[config.mk]
export PLATFORM = sky130hd
export DESIGN_NAME = rvfi_reorder
export DESIGN_NICKNAME = d
export VERILOG_FILES = /design/src/rtl/rvfi_pkg.sv /design/src/rtl/rvfi_reorder_slots.sv /design/src/rtl/rvfi_reorder.sv
export SDC_FILE = /design/constraint.sdc
export NUM_CORES = 1
export LEC_CHECK = 0
export CORE_UTILIZATION = 59
export DETAILED_ROUTE_END_ITERATION = 12
export MAX_ROUTING_LAYER = met4
export PLACE_DENSITY = 0.79
export SLEW_MARGIN = 20
export SYNTH_ARGS = -nofsm -noshare
export SYNTH_HDL_FRONTEND = slang
export SYNTH_SLANG_ARGS = --single-unit
[constraint.sdc]
create_clock -name clk -period 22.7 [get_ports clk]
set_input_delay 2.27 -clock clk [delete_from_list [all_inputs] [get_ports clk]]
set_output_delay 2.27 -clock clk [all_outputs]
set_load 0.1 [all_outputs]
[src/rtl/rvfi_pkg.sv]
// Shared retirement-record types for the RVFI reorder buffer.
// Data fields are sized for the widest supported XLEN (64); narrower
// configurations zero-extend on the way in and slice on the way out.
package rvfi_pkg;

   localparam int ORDER_W  = 8;
   localparam int XLEN_MAX = 64;

   typedef struct packed {
      logic [ORDER_W-1:0]  order;
      logic [31:0]         insn;
      logic [4:0]          rs1_addr;
      logic [4:0]          rs2_addr;
      logic [4:0]          rd;
      logic [XLEN_MAX-1:0] rs1_rdata;
      logic [XLEN_MAX-1:0] rs2_rdata;
      logic [XLEN_MAX-1:0] post_rd;
      logic                trap;
   } rvfi_rec_t;

endpackage

[src/rtl/rvfi_reorder_slots.sv]
// DEPTH-entry record store with per-slot occupied bits.
// One write port (sets occupied) and one read/clear port (head slot).
// A write and a clear to the same slot in one cycle leaves it occupied.
module rvfi_reorder_slots
   import rvfi_pkg::*;
#(
   parameter int DEPTH = 8
) (
   input  logic                     clk,
   input  logic                     resetn,
   input  logic                     i_wr_en,
   input  logic [$clog2(DEPTH)-1:0] i_wr_idx,
   input  rvfi_rec_t                i_wr_data,
   output logic                     o_wr_occ,
   input  logic [$clog2(DEPTH)-1:0] i_rd_idx,
   input  logic                     i_clr_en,
   output logic                     o_rd_occ,
   output rvfi_rec_t                o_rd_data
);

   logic [DEPTH-1:0] r_occ;
   rvfi_rec_t        r_mem [DEPTH];

   // Occupied bits: clear on emit, then set on write so write wins on a shared slot
   always_ff @(posedge clk) begin
      if (!resetn) begin
         r_occ <= '0;
      end else begin
         if (i_clr_en) r_occ[i_rd_idx] <= 1'b0;
         if (i_wr_en)  r_occ[i_wr_idx] <= 1'b1;
      end
   end

   // Record storage; contents are only meaningful where occupied is set
   always_ff @(posedge clk) begin
      if (i_wr_en) r_mem[i_wr_idx] <= i_wr_data;
   end

   assign o_wr_occ  = r_occ[i_wr_idx];
   assign o_rd_occ  = r_occ[i_rd_idx];
   assign o_rd_data = r_mem[i_rd_idx];

endmodule

[src/rtl/rvfi_reorder.sv]
// Reorders out-of-order RVFI retirement records into strict in_order
// sequence (mod 256). Records are slotted by in_order mod DEPTH and the
// head slot is emitted through a registered output stage.
// Optional: define RVFI_REORDER_ERR_EN to add the sticky err output
// (duplicate record, or 256 consecutive stalled offers).
// XLEN must be <= 64.
module rvfi_reorder
   import rvfi_pkg::*;
#(
   parameter int XLEN  = 32,
   parameter int DEPTH = 8
) (
   input  logic               clk,
   input  logic               resetn,
   input  logic               in_valid,
   output logic               in_ready,
   input  logic [7:0]         in_order,
   input  logic [31:0]        in_insn,
   input  logic [4:0]         in_rs1_addr,
   input  logic [4:0]         in_rs2_addr,
   input  logic [4:0]         in_rd,
   input  logic [XLEN-1:0]    in_rs1_rdata,
   input  logic [XLEN-1:0]    in_rs2_rdata,
   input  logic [XLEN-1:0]    in_post_rd,
   input  logic               in_trap,
   output logic               out_valid,
   output logic [7:0]         out_order,
   output logic [31:0]        out_insn,
   output logic [4:0]         out_rs1_addr,
   output logic [4:0]         out_rs2_addr,
   output logic [4:0]         out_rd,
   output logic [XLEN-1:0]    out_rs1_rdata,
   output logic [XLEN-1:0]    out_rs2_rdata,
   output logic [XLEN-1:0]    out_post_rd,
   output logic               out_trap
`ifdef RVFI_REORDER_ERR_EN
   ,output logic              err
`endif
);

   localparam int                 IW      = $clog2(DEPTH);
   localparam logic [ORDER_W-1:0] DEPTH_W = ORDER_W'(DEPTH);

   logic [ORDER_W-1:0] r_exp;
   logic               r_out_valid;
   rvfi_rec_t          r_out;

   logic [ORDER_W-1:0] w_dist;
   logic [IW-1:0]      w_head;
   logic [IW-1:0]      w_wr_idx;
   logic               w_acc;
   logic               w_wr_en;
   logic               w_wr_occ;
   logic               w_freeing;
   logic               w_emit;
   rvfi_rec_t          w_wr_rec;
   rvfi_rec_t          w_rd_rec;

   // Window: only orders exp .. exp+DEPTH-1 have a free slot of their own
   assign w_dist    = in_order - r_exp;
   assign in_ready  = resetn & (w_dist < DEPTH_W);
   assign w_acc     = in_valid & in_ready;
   assign w_head    = r_exp[IW-1:0];
   assign w_wr_idx  = in_order[IW-1:0];
   assign w_freeing = w_emit & (w_wr_idx == w_head);
   // An occupied target that is not draining this cycle means a duplicate: drop it
   assign w_wr_en   = w_acc & (~w_wr_occ | w_freeing);

   // Pack the incoming fields, zero-extending data to the stored width
   always_comb begin
      w_wr_rec                      = '0;
      w_wr_rec.order                = in_order;
      w_wr_rec.insn                 = in_insn;
      w_wr_rec.rs1_addr             = in_rs1_addr;
      w_wr_rec.rs2_addr             = in_rs2_addr;
      w_wr_rec.rd                   = in_rd;
      w_wr_rec.rs1_rdata[XLEN-1:0]  = in_rs1_rdata;
      w_wr_rec.rs2_rdata[XLEN-1:0]  = in_rs2_rdata;
      w_wr_rec.post_rd[XLEN-1:0]    = in_post_rd;
      w_wr_rec.trap                 = in_trap;
   end

   rvfi_reorder_slots #(.DEPTH(DEPTH)) u_slots (
      .clk       (clk),
      .resetn    (resetn),
      .i_wr_en   (w_wr_en),
      .i_wr_idx  (w_wr_idx),
      .i_wr_data (w_wr_rec),
      .o_wr_occ  (w_wr_occ),
      .i_rd_idx  (w_head),
      .i_clr_en  (w_emit),
      .o_rd_occ  (w_emit),
      .o_rd_data (w_rd_rec)
   );

   // Emit the head record through the output register and advance exp
   always_ff @(posedge clk) begin
      if (!resetn) begin
         r_exp       <= '0;
         r_out_valid <= 1'b0;
         r_out       <= '0;
      end else if (w_emit) begin
         r_exp       <= r_exp + 1'b1;
         r_out_valid <= 1'b1;
         r_out       <= w_rd_rec;
      end else begin
         r_out_valid <= 1'b0;
      end
   end

   assign out_valid     = r_out_valid;
   assign out_order     = r_out.order;
   assign out_insn      = r_out.insn;
   assign out_rs1_addr  = r_out.rs1_addr;
   assign out_rs2_addr  = r_out.rs2_addr;
   assign out_rd        = r_out.rd;
   assign out_rs1_rdata = r_out.rs1_rdata[XLEN-1:0];
   assign out_rs2_rdata = r_out.rs2_rdata[XLEN-1:0];
   assign out_post_rd   = r_out.post_rd[XLEN-1:0];
   assign out_trap      = r_out.trap;

   // Upper data bits are always zero for narrow XLEN
   generate
      if (XLEN < XLEN_MAX) begin : g_hi
         logic w_unused_hi;
         assign w_unused_hi = ^{r_out.rs1_rdata[XLEN_MAX-1:XLEN],
                                r_out.rs2_rdata[XLEN_MAX-1:XLEN],
                                r_out.post_rd[XLEN_MAX-1:XLEN]};
      end
   endgenerate

`ifdef RVFI_REORDER_ERR_EN
   logic               r_err;
   logic [ORDER_W-1:0] r_stall_cnt;
   logic               w_dup;
   logic               w_stall;

   assign w_dup   = w_acc & w_wr_occ & ~w_freeing;
   assign w_stall = in_valid & ~in_ready;

   // Sticky error: duplicate drop, or the 256th consecutive stalled offer
   always_ff @(posedge clk) begin
      if (!resetn) begin
         r_err       <= 1'b0;
         r_stall_cnt <= '0;
      end else begin
         if (w_dup) r_err <= 1'b1;
         if (w_stall) begin
            if (&r_stall_cnt) r_err       <= 1'b1;
            else              r_stall_cnt <= r_stall_cnt + 1'b1;
         end else begin
            r_stall_cnt <= '0;
         end
      end
   end

   assign err = r_err;
`endif

endmodule

==> run_1/detail.png <==
Region (134, 74) to (164, 104) microns. Cells in gray, sequential cells in the stronger gray; small squares are vias.
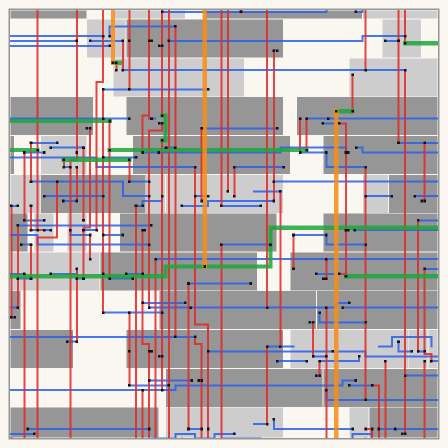
[green] metal 3
[blue] metal 1
[orange] metal 4
[red] metal 2
netlist names of flops here include: u_slots.r_mem (16), out_insn (1)
sequential cells in the window: 17
cells with their middle in the window: 32
most frequent: edfxtp_1 (16), mux4_2 (4), nand2_1 (4)

==> run_1/logic_types.png <==
Scale: 2 px per micron.
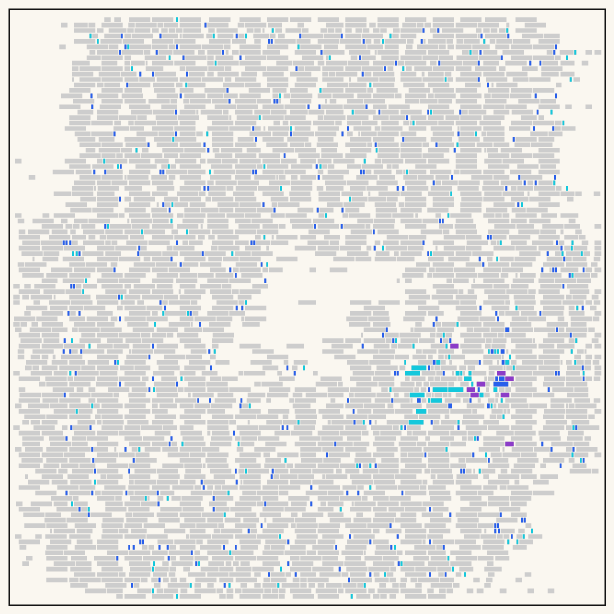
[purple] fa/ha/maj cells | cells: 8
[blue] nand cells | cells: 324 | where: spread over the die
[cyan] nor cells | cells: 182 | where: spread over the die

==> run_1/layer_met4.png <==
Scale: 1.5 px per micron. Supply wires on this layer in gray.
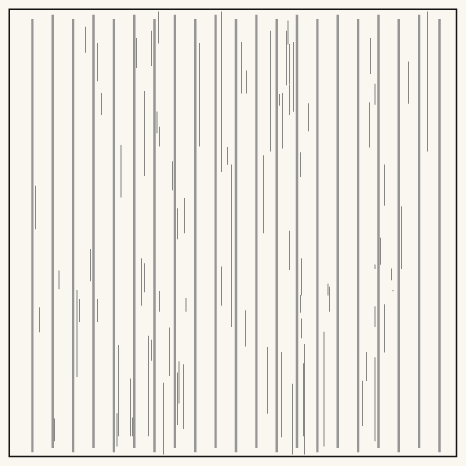
main direction: vertical
wire length on this layer: 2580 microns
share of all routed wire: 2.3%

==> results.rst, run 1 <==
Metrics
=======

.. list-table::
   :header-rows: 1

   * - Metric
     - Value
   * - Routed length on met1
     - ~45 mm
   * - Proportion of cell area occupied by multi-input gates
     - 0.180
   * - Critical Path End
     - in_ready
   * - Yosys top cell by instances
     - sky130_fd_sc_hd__edfxtp_1
   * - Remaining antenna violation count
     - 0
   * - CP peak stage delay
     - ~1.1 ns
   * - Non-clock inverter total of the final layout
     - 10
   * - Post-synth EDFFs
     - around 1.2k
   * - # setup viols final
     - 0
   * - Top-Level Pins
     - 309
   * - Flop share of the area
     - 0.663
   * - TritonCTS clock tree
     - built
   * - Total power density per cell area
     - 83.7 mW/mm^2
   * - Warning total across the stage logs
     - 48
   * - Min Tclk post-route
     - 8.47 ns
   * - Critical path depth
     - 9
   * - Reg-to-reg endpoint
     - u_slots.r_mem[1][57]$_DFFE_PP_
   * - Residual DRC count
     - 0
   * - Pin count of the biggest net entering global routing
     - roughly 210
   * - Clock group total power
     - about 2.2 mW
   * - Critical Path Start Type
     - primary input
   * - Horiz. Die Dim
     - about 300 microns
   * - Final design utilization
     - 0.703
   * - Number of I/O port buffers
     - ~310
   * - Hold-critical path depth
     - 2
   * - Hold path startpoint
     - out_insn[26]$_SDFFE_PN0P_
   * - Worst-case clock buffer depth
     - 3
   * - DP HPWL
     - between 50 and 60 mm
   * - Vias in the first global route
     - 27.5k
   * - Via total after detailed routing
     - ~26k
   * - Initial Util
     - 0.600
   * - Placed cell count
     - a little under 4k
   * - Pins over their slew limit
     - 0
   * - Cell accounting for the most synthesized area
     - sky130_fd_sc_hd__edfxtp_1
   * - Die H
     - 297 microns
   * - Combinational gate power
     - roughly 80 uW
   * - First-pass GRT wire length
     - around 170 mm
   * - Non-clock buffer count in the final layout
     - approximately 350
   * - Synthesized instance count
     - 2578
   * - Reported net switching power
     - 984 uW
   * - H-tree depth
     - 4
   * - Max Clk Rate
     - ~0.12 GHz
   * - Global-route usage over all layers
     - 0.270
   * - Share of async-settable or async-resettable flops after synthesis
     - 0
   * - Slew at the pin closest to its max-slew limit
     - about 1.3 ns
   * - Setup repair after global routing missed its margin
     - no
   * - DR vias/cell
     - 6.33
   * - Biggest area consumer among cell classes
     - sequential cells
   * - Worst IR Drop VDD
     - between 0.06 and 0.07 mV
   * - Post-cts hold buffer count
     - 0
   * - Internal
     - 4.06 mW
   * - Mapped cell area
     - between 0.05 and 0.06 sq mm
   * - Crit path kind
     - in2out
   * - Post-Place Cell Area
     - 0.0557 sq mm
   * - Heaviest power group
     - sequential cells
   * - Post-synth top cells
     - sky130_fd_sc_hd__edfxtp_1, sky130_fd_sc_hd__nand2_1, sky130_fd_sc_hd__mux4_2, sky130_fd_sc_hd__dfxtp_1, sky130_fd_sc_hd__nor2_1
   * - CTS buffer count
     - 136
   * - Net Sw Frac
     - 0.195
   * - Total inserted antenna cells
     - 21
   * - Combinational share of power
     - 0.016
   * - Post-CTS Setup Bufs
     - 0
   * - Layout overhead on the synthesized area
     - 17.1%
   * - Post-route clock period utilization
     - 0.373
   * - Nets@finish
     - 3071
   * - Row cnt
     - 107
   * - DRC marker count from the first detailed-route iteration
     - ~2.5k
   * - Drt wl/cell
     - roughly 27 microns
   * - Result of the run
     - complete, no violations
   * - Total of max-cap violations
     - 0
   * - Share of the synthesized area in the top cell type
     - 0.710
   * - Most instantiated logic cell after routing
     - sky130_fd_sc_hd__edfxtp_1
   * - Reported sequential group power
     - 2.77 mW
   * - Worst max-slew margin expressed relative to the limit
     - 0.137
   * - Data required, critical path
     - a little over 20 ns
   * - Crit path max-delay cell type
     - sky130_fd_sc_hd__clkdlybuf4s50_1
   * - Reg2Reg Setup Slack
     - roughly 17 ns
   * - Cell resize tally after clock tree synthesis
     - 0
   * - Primary flip-flop cell chosen by synthesis mapping
     - sky130_fd_sc_hd__edfxtp_1
   * - Largest cells by area after synthesis
     - sky130_fd_sc_hd__edfxtp_1, sky130_fd_sc_hd__mux4_2, sky130_fd_sc_hd__dfxtp_1
   * - Clk network pwr share
     - 0.435
   * - Final TNS setup
     - 0 ns
   * - Leakage power summed over all cells
     - about 18 nW
   * - Cell count in the Yosys report
     - around 2.6k
   * - Total area of sequential cells
     - ~0.04 sq mm
   * - Comb area
     - 0.0108 sq mm
   * - Flop and latch count out of synthesis
     - approximately 1.4k
   * - Data arrival, critical path
     - around 6.2 ns
   * - Post-synthesis net count
     - about 2.7k
   * - Cell breakdown of the critical path
     - clkdlybuf4s50_1 > ha_1 > a21oi_1 > o21ai_0 > o41ai_1 > xor2_1 > nand4_4 > inv_1 > clkdlybuf4s50_1
==> run 1: state kept, by name, indices dropped and copies added (netlist names) <==
register,flops
out_post_rd,32
out_valid,1
out_rd,5
out_rs1_rdata,32
out_trap,1
u_slots.r_mem,1216
out_order,8
out_rs2_addr,5
r_exp,8
u_slots.r_occ,8
out_rs1_addr,5
out_insn,32
out_rs2_rdata,32
==> run 1: metal layers <==
metal | track usage | up-vias
met4 | 0.0839 | 0
met3 | 0.0538 | 198
met2 | 0.435 | 1206
met1 | 0.352 | 13900
met5 | - | -
li1 | - | 11200
==> run 1: cells by family after synthesis <==
family,after synthesis,share of synthesized area
buf+inv,171,0.0146
compound gates,184,0.0307
mux,311,0.135
xor+xnor,9,0.00168
fa+ha+maj,8,0.00195
simple gates,510,0.0398
flops,1385,0.776
==> inputs of run 2 (changes only) <==
clock period = 7.8 ns   (was 22.7 ns; I/O delays follow)
==> results.rst, run 2 <==
Metrics
=======

.. list-table::
   :header-rows: 1

   * - Metric
     - Value
   * - Net Sw Frac
     - 0.199 (+0.00335)
   * - Flop and latch count out of synthesis
     - 1385 (unchanged)
   * - Final WS setup
     - ~1.7 ns
   * - Vias in the first global route
     - 27.6k (+0.19%)
   * - Warning total across the stage logs
     - 43 (-10%)
   * - Post-cts hold buffer count
     - 0 (unchanged)
   * - Reported sequential group power
     - 8.06 mW (+190%)
   * - Mapped cell area
     - 0.0514 sq mm (unchanged)
   * - Critical path depth
     - 9 (unchanged)
   * - Cell count in the Yosys report
     - 2578 (unchanged)
   * - Adder share
     - 0.00195 (unchanged)
   * - Hold path startpoint
     - out_post_rd[12]$_SDFFE_PN0P_
   * - Hold-critical path depth
     - 2 (unchanged)
   * - Grt met1 use
     - 0.334 (-0.0185)
   * - Critical Path End
     - in_ready
   * - Top Layer Used
     - met4
   * - Residual DRC count
     - 0 (unchanged)
   * - Combinational gate power
     - 233 uW (+190%)
   * - Worst-case clock buffer depth
     - 3 (unchanged)
   * - Post-synth top cells
     - sky130_fd_sc_hd__edfxtp_1, sky130_fd_sc_hd__nand2_1, sky130_fd_sc_hd__mux4_2, sky130_fd_sc_hd__dfxtp_1, sky130_fd_sc_hd__nor2_1
   * - Gpl congestion
     - 0.802
   * - Total power density per cell area
     - 244 mW/mm^2 (+190%)
   * - Nets@finish
     - 3054 (-0.55%)
   * - Internal
     - 11.8 mW (+190%)
   * - Clock group total power
     - 6.41 mW (+190%)
   * - Result of the run
     - complete, no violations
   * - Global-route met2 utilization
     - 0.444 (+0.00923)
   * - Met3 routed wirelength
     - between 9 and 10 mm
   * - Synthesized instance count
     - 2578 (unchanged)
   * - Top-Level Pins
     - 309 (unchanged)
   * - Post-Place Cell Area
     - 0.0557 sq mm (about the same)
   * - Pins over their slew limit
     - 0 (unchanged)
   * - Post-synth EDFFs
     - 1216 (unchanged)
   * - Critical Path Fanout Max
     - slightly below 80
   * - Critical path buffer and inverter count
     - 3
   * - Yosys top cell by instances
     - sky130_fd_sc_hd__edfxtp_1
   * - Count of unique library cells instantiated by Yosys
     - between 40 and 50
   * - Cell accounting for the most synthesized area
     - sky130_fd_sc_hd__edfxtp_1
   * - Horiz. Die Dim
     - 297 microns (unchanged)
   * - Number of I/O port buffers
     - 308 (unchanged)
   * - Slew at the pin closest to its max-slew limit
     - 1.15 ns (-0.140 ns)
   * - Primary flip-flop cell chosen by synthesis mapping
     - sky130_fd_sc_hd__edfxtp_1
   * - Worst max-slew margin expressed relative to the limit
     - 0.228 (+0.0910)
   * - GR met3 Demand/Resource
     - 0.0590 (+0.00519)
   * - Layout overhead on the synthesized area
     - 17.1% (about the same)
   * - DR vias/cell
     - 6.29 (-0.66%)
   * - Share of async-settable or async-resettable flops after synthesis
     - 0 (unchanged)
   * - AO/OA Area Share
     - 0.0307 (unchanged)
   * - Data arrival, critical path
     - 5.35 ns (-0.85 ns)
   * - Cell breakdown of the critical path
     - inv_6 > ha_1 > a21oi_1 > o21ai_1 > o41ai_1 > xor2_1 > nand4_4 > inv_1 > clkdlybuf4s50_1
   * - Placed cell count
     - 3898 (-0.31%)
   * - Post-synthesis net count
     - 2741 (unchanged)
   * - Crit path max-delay cell type
     - sky130_fd_sc_hd__clkdlybuf4s50_1
   * - Setup repair after global routing missed its margin
     - no
   * - Startpoint of the worst setup timing path
     - r_exp[2]$_SDFFE_PN0P_
   * - Initial Util
     - 0.600 (unchanged)
   * - Via total after detailed routing
     - 26.2k (-0.97%)
   * - Routed length on met1
     - 42.7 mm (-4.5%)
   * - H-tree depth
     - 4 (unchanged)
   * - Final design utilization
     - 0.703 (about the same)
   * - Number of antenna violations at the first check in global routing
     - 25
   * - CP peak stage delay
     - 1.14 ns (about the same)
   * - Sequential share of power
     - 0.548
   * - Reg2Reg Setup Slack
     - 2.67 ns (-14.06 ns)
   * - DP HPWL
     - 56.8 mm (-3.6%)
   * - Mux share
     - 0.135 (unchanged)
   * - TritonCTS clock tree
     - built
   * - Global-route usage over all layers
     - 0.269 (-0.00127)
   * - Final TNS setup
     - 0 ns (unchanged)
   * - Crit path kind
     - reg2out
   * - Post-route clock period utilization
     - 0.786
   * - Leakage power summed over all cells
     - 18.3 nW (-0.46%)
   * - Critical Path Start Type
     - flip-flop
   * - Min Tclk post-route
     - around 6.1 ns
   * - Design area
     - 0.0602 sq mm
   * - # setup viols final
     - 0 (unchanged)
   * - Clk network pwr share
     - 0.436 (about the same)
   * - First-pass GRT wire length
     - 171 mm (-0.87%)
   * - Area fraction in xor and xnor cells
     - 0.00168 (unchanged)
   * - Share of the synthesized area in the top cell type
     - 0.710 (unchanged)
   * - Peak-usage layer in the global routing report
     - met2
   * - Post-CTS Setup Bufs
     - 0 (unchanged)
   * - Total of max-cap violations
     - 0 (unchanged)
   * - Largest non-sequential cell family by area
     - multiplexers
   * - Simple-Gate Area Share
     - 0.0398 (unchanged)
   * - Row cnt
     - 107 (unchanged)
   * - Heaviest power group
     - sequential cells
   * - Max FFs per register
     - 1216 (unchanged)
   * - Combinational share of power
     - 0.016 (about the same)
   * - Seq share, synth
     - 0.776
   * - Remaining antenna violation count
     - 0 (unchanged)
   * - Pin count of the biggest net entering global routing
     - 224 (+8.2%)
   * - Reported net switching power
     - 2.92 mW (+200%)
   * - Drt wl/cell
     - 27.3 microns (-0.17%)
   * - Cell resize tally after clock tree synthesis
     - 0 (unchanged)
   * - DRC marker count from the first detailed-route iteration
     - 2369 (-5.4%)
   * - Die H
     - 297 microns (unchanged)
   * - Largest cells by area after synthesis
     - sky130_fd_sc_hd__edfxtp_1, sky130_fd_sc_hd__mux4_2, sky130_fd_sc_hd__dfxtp_1
   * - CTS buffer count
     - 135 (-0.74%)
   * - Class of the tightest hold or removal check
     - reg2reg
   * - Most instantiated logic cell after routing
     - sky130_fd_sc_hd__edfxtp_1
   * - Max Clk Rate
     - roughly 0.16 GHz
   * - Data required, critical path
     - 7.02 ns (-13.41 ns)
   * - Reg-to-reg endpoint
     - u_slots.r_mem[3][64]$_DFFE_PP_
   * - Kind of end point of the critical path
     - output pin
   * - Worst IR Drop VDD
     - 0.254 mV (+270%)
   * - Largest Register
     - u_slots.r_mem
==> run 2: cell counts after synthesis <==
Identical to the previous run, type by type.
==> run 2: kinds of logic after synthesis <==
group                      after synthesis
AOI/OAI and AO/OA                      184
xor gates and xnor gates                 9
adders and majority gates                8
buffers and inverters                  171
DFF                                   1385
muxes                                  311
and+or+nand+nor                        510
==> run 2: final cells by class <==
class / instances / area [sq um] / share of cell area
Clock buffer: 191 / 3740 / 0.0621
Timing Repair Buffer: 337 / 3490 / 0.0580
Tap cell: 1144 / 1430 / 0.0238
Sequential cell: 1385 / 39900 / 0.662
Multi-Input combinational cell: 1022 / 10900 / 0.180
Clock inverter: 59 / 699 / 0.0116
Antenna cell: 25 / 62.6 / 0.00104
Inverter: 10 / 51.3 / 0.000852
==> run_2/metal_density.png <==
Scale: 1 px per micron. 30 x 30 tiles, from white (low) to dark blue (high), scaled to the fullest tile. Values are wire area over tile area, all layers added.
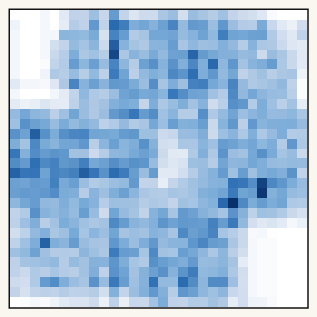
nearly empty tiles: 5.8%
tiles over half the peak: 27%
mean over tiles: 0.21
fullest tile: 0.54

==> run_2/logic_types.png <==
Scale: 2 px per micron.
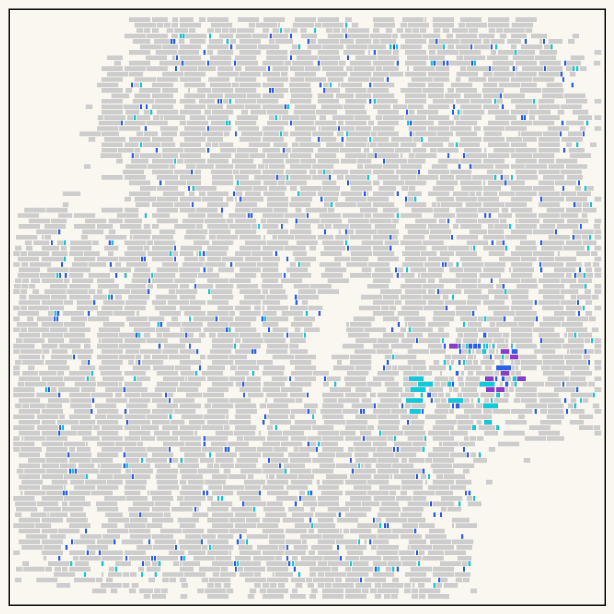
[cyan] nor cells | cells: 182 | where: spread over the die
[purple] fa/ha/maj cells | cells: 8 | where: right middle
[blue] nand cells | cells: 324 | where: spread over the die

No activity file was given, so power comes from the tool's default toggle rates.
